### src/rtl/prbs_pkg.sv
// Shared constants and helpers for the PRBS30 checker.
// The polynomial is x^30 + x^29 + x^26 + x^24 + 1.
package prbs_pkg;

  localparam int LFSR_W = 30;

  // Feedback taps are zero-based bit positions of the shift register.
  localparam int TAP_A = 29;
  localparam int TAP_B = 28;
  localparam int TAP_C = 25;
  localparam int TAP_D = 24;

  localparam logic [LFSR_W-1:0] SEED_VAL = 30'h200;

  typedef enum logic [1:0] {
    ST_SEED    = 2'd0,
    ST_LOCKING = 2'd1,
    ST_LOCKED  = 2'd2
  } state_e;

  function automatic logic [LFSR_W-1:0] step(input logic [LFSR_W-1:0] x);
    return {x[LFSR_W-2:0], x[TAP_A] ^ x[TAP_B] ^ x[TAP_C] ^ x[TAP_D]};
  endfunction

endpackage

### src/rtl/prbs_popcount.sv
// Combinational count of the set bits in a 30-bit word.
// The result range is 0..30, so 5 output bits are enough.
module prbs_popcount
  import prbs_pkg::*;
(
  input  logic [LFSR_W-1:0] din_i,
  output logic [4:0]        cnt_o
);

  always_comb begin
    cnt_o = '0;
    for (int i = 0; i < LFSR_W; i++) cnt_o = cnt_o + 5'(din_i[i]);
  end

endmodule

### config.mk
export PLATFORM = sky130hd
export DESIGN_NAME = prbs_popcount
export DESIGN_NICKNAME = d
export VERILOG_FILES = /design/src/rtl/prbs_pkg.sv /design/src/rtl/prbs_popcount.sv
export SDC_FILE = /design/constraint.sdc
export NUM_CORES = 1
export LEC_CHECK = 0
export ABC_AREA = 1
export CAP_MARGIN = 20
export CORE_MARGIN = 2
export CORE_UTILIZATION = 45
export DETAILED_ROUTE_END_ITERATION = 8
export PLACE_DENSITY = 0.85
export SLEW_MARGIN = 40
export SYNTH_ARGS = -nofsm -noshare
export SYNTH_HDL_FRONTEND = slang
export SYNTH_SLANG_ARGS = --single-unit
export TNS_END_PERCENT = 30
### constraint.sdc
create_clock -name vclk -period 11.7
set_input_delay 3.51 -clock vclk [all_inputs]
set_output_delay 3.51 -clock vclk [all_outputs]
set_load 0.03 [all_outputs]
==> run notes <==
impl run done, here's what came out: DR iter-0 viols=4, # setup viols final=0, layout cell share with drive strength beyond 1=10.8%, Area leader share=55.3%, minimum clock period=11.51 ns, Slew Limit Headroom=79.4%, final hold viol count=0, fin crit share=98.4%, Hold WC Path Type=input port to output pin, top cells by area, synth=fa_1 (55%), inv_1 (21%), ha_1 (13%), Post-synth seq share=0%, Unique cell types=8, WS Path Type=input port to output pin, synthesized area=796 sq um, Startpoint Class=input port, cell type with the largest total area=fa_1, Yosys Chip Area=796 sq um, final estimated routing congestion in global placement=0.639, Slew Limit Fails=0, vias per cell=4.46, HPWL Detailed=1330 microns, status=complete, no violations, crit path DRT=8.19 ns, CP max FO=3, global-route wire length before repair=2240 microns, Log Warnings=33, final core utilization=71.3%, Commonest Layout Cell=inv_1, initial antenna violation count=0, Ys Warns=0, per-cell routed wire length=9.64 microns, port bufs=35, clock buffers=0, ANT cells=0, final-stage net count=192, cell row count=15, Die ar.=2120 sq um, Cells after Synth=94, Layout area overhead=51.3%, CTS Hold Buffers Added=0, via count=656, post-route cell area=1200 sq um, Worst EP arrival=8.00 ns, iteration tally of the first detailed-router pass=3, floorplan utilization=47.1%, Syn Area/Cell=8.47 sq um, synthesized net count=154, Register Area=0 sq um, CP Capture Type=output pin, ANT nets after route=0, pin count of the biggest net entering global routing=7, worst slew pin tran=0.308 ns, I/O pin count=35, FMAX=0.0868 GHz, Setup TNS Final=0 ns, RSZ-0062 raised after global routing=no, num sequential=0, vias in the first global route=627, Yosys Instances=94, Residual DRC=0, grt total ovfl=0, GRT Total Usage=14.3%, Routed WL=1420 microns, Top cells excl fill/tap=inv_1 (40), clkdlybuf4s50_1 (26), fa_1 (21), nand2_1 (7), ha_1 (7), Max Cap Viol=0, Placement Cell Area=1160 sq um, final hold slack=8.04 ns
==> per-stage QoR <==
step	cells	setup WS (ns)
after floorplan	94	0.507
after global placement	146	0.0974
after detailed placement	146	0.0289
after CTS	146	0.0190
after global routing	147	0.0114
final	147	0.185
==> final cells by class <==
type                            instances  area, sq um
Fill cell                             136          485
Tap cell                               17         21.3
Inverter                               45          169
Timing Repair Buffer                   36          364
Multi-Input combinational cell         49          649
==> synthesized netlist by cell type (all sizes together) <==
cell type  count
nand2          8
a21oi          2
nor2           2
fa            22
ha             8
nand3          6
inv           45
xor2           1
==> path summary, 6_finish.rpt <==
check	from	endpoint	slack (ns)	depth (start not counted)
worst min-delay path	din_i[2]	cnt_o[1]	8.04	4
worst max-delay path	din_i[17]	cnt_o[4]	0.19	17
==> metal layers <==
layer / vias up / wire length [microns] / global-route usage [%]
li1: 325 / - / -
met1: 311 / 500 / 14.9
met2: 20 / 848 / 31.9
met3: 0 / 69 / 0
met4: 0 / 0 / 0
met5: - / 0 / 0
==> worst max-delay path, cell delays in order <==
cell and delay [ns]:
clkdlybuf4s50_1 0.42, fa_1 0.48, inv_1 0.05, fa_1 0.50, inv_2 0.04, fa_1 0.52
inv_2 0.04, fa_1 0.52, fa_1 0.44, fa_1 0.53, inv_2 0.04, ha_4 0.16
fa_2 0.39, nand3_2 0.09, nand3_1 0.07, nand2_1 0.08, buf_6 0.13
==> cell families (layout without fill, tap and decap cells) <==
family                   after synthesis  after routing  share of synthesized area, %
XOR/XNOR                               1              1                          1.10
buffers and inverters                 45             81                          21.2
AND/OR/NAND/NOR                       16             16                          8.49
adder cells (fa/ha/maj)               30             30                          67.9
AND-OR/OR-AND                          2              2                          1.26
==> repair_timing <==
action | in CTS | in global routing
resized | 0 | 16
setup buffers | 0 | 1
endpoints found under the setup margin | 0 | 2
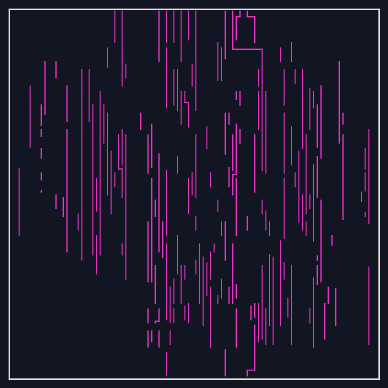
*Met2 routing*
Drawn at 8 px/micron.
longest straight run: 23.8 microns
main direction: vertical
wire length on this layer: 849 microns
share of all routed wire: 60%
nets with wire on the layer: 162

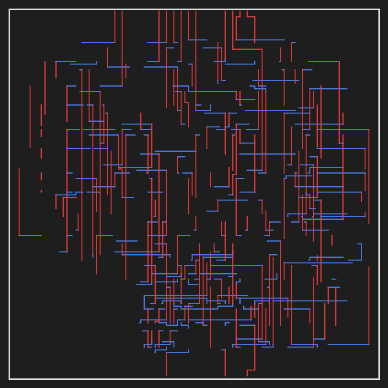
*Wiring by layer*
Drawn at 8 px/micron. Only two layers are drawn.
legend:
  M2:
    color: red
    wire_length: 849 microns
  M1:
    color: blue
    wire_length: 500 microns

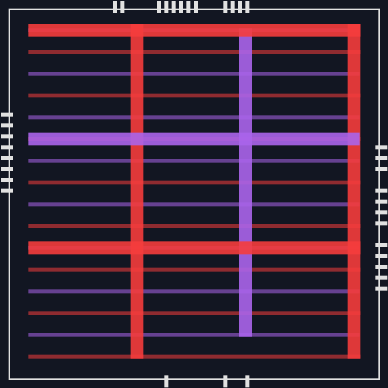
*Floorplan with the power grid*
Drawn at 8 px/micron. Pins as bars on the die edge.
legend:
  VSS:
    color: red
  VDD:
    color: purple
met1 rails: 16
met5 straps: 3
met4 straps: 3
signal pins: 35
core area: 1690 sq um
Die Width: 46.1 microns
die height: 46.1 microns

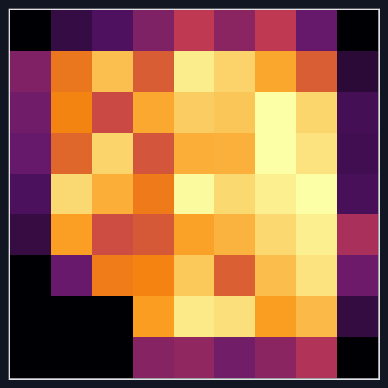
*Cell area per tile*
Drawn at 8 px/micron. The die is cut into 9 by 9 equal tiles; black is low, pale yellow is high, 0 to 100% covered.
fullest tile: 100%
tiles over 75% full: 41%
mean over tiles: 56%

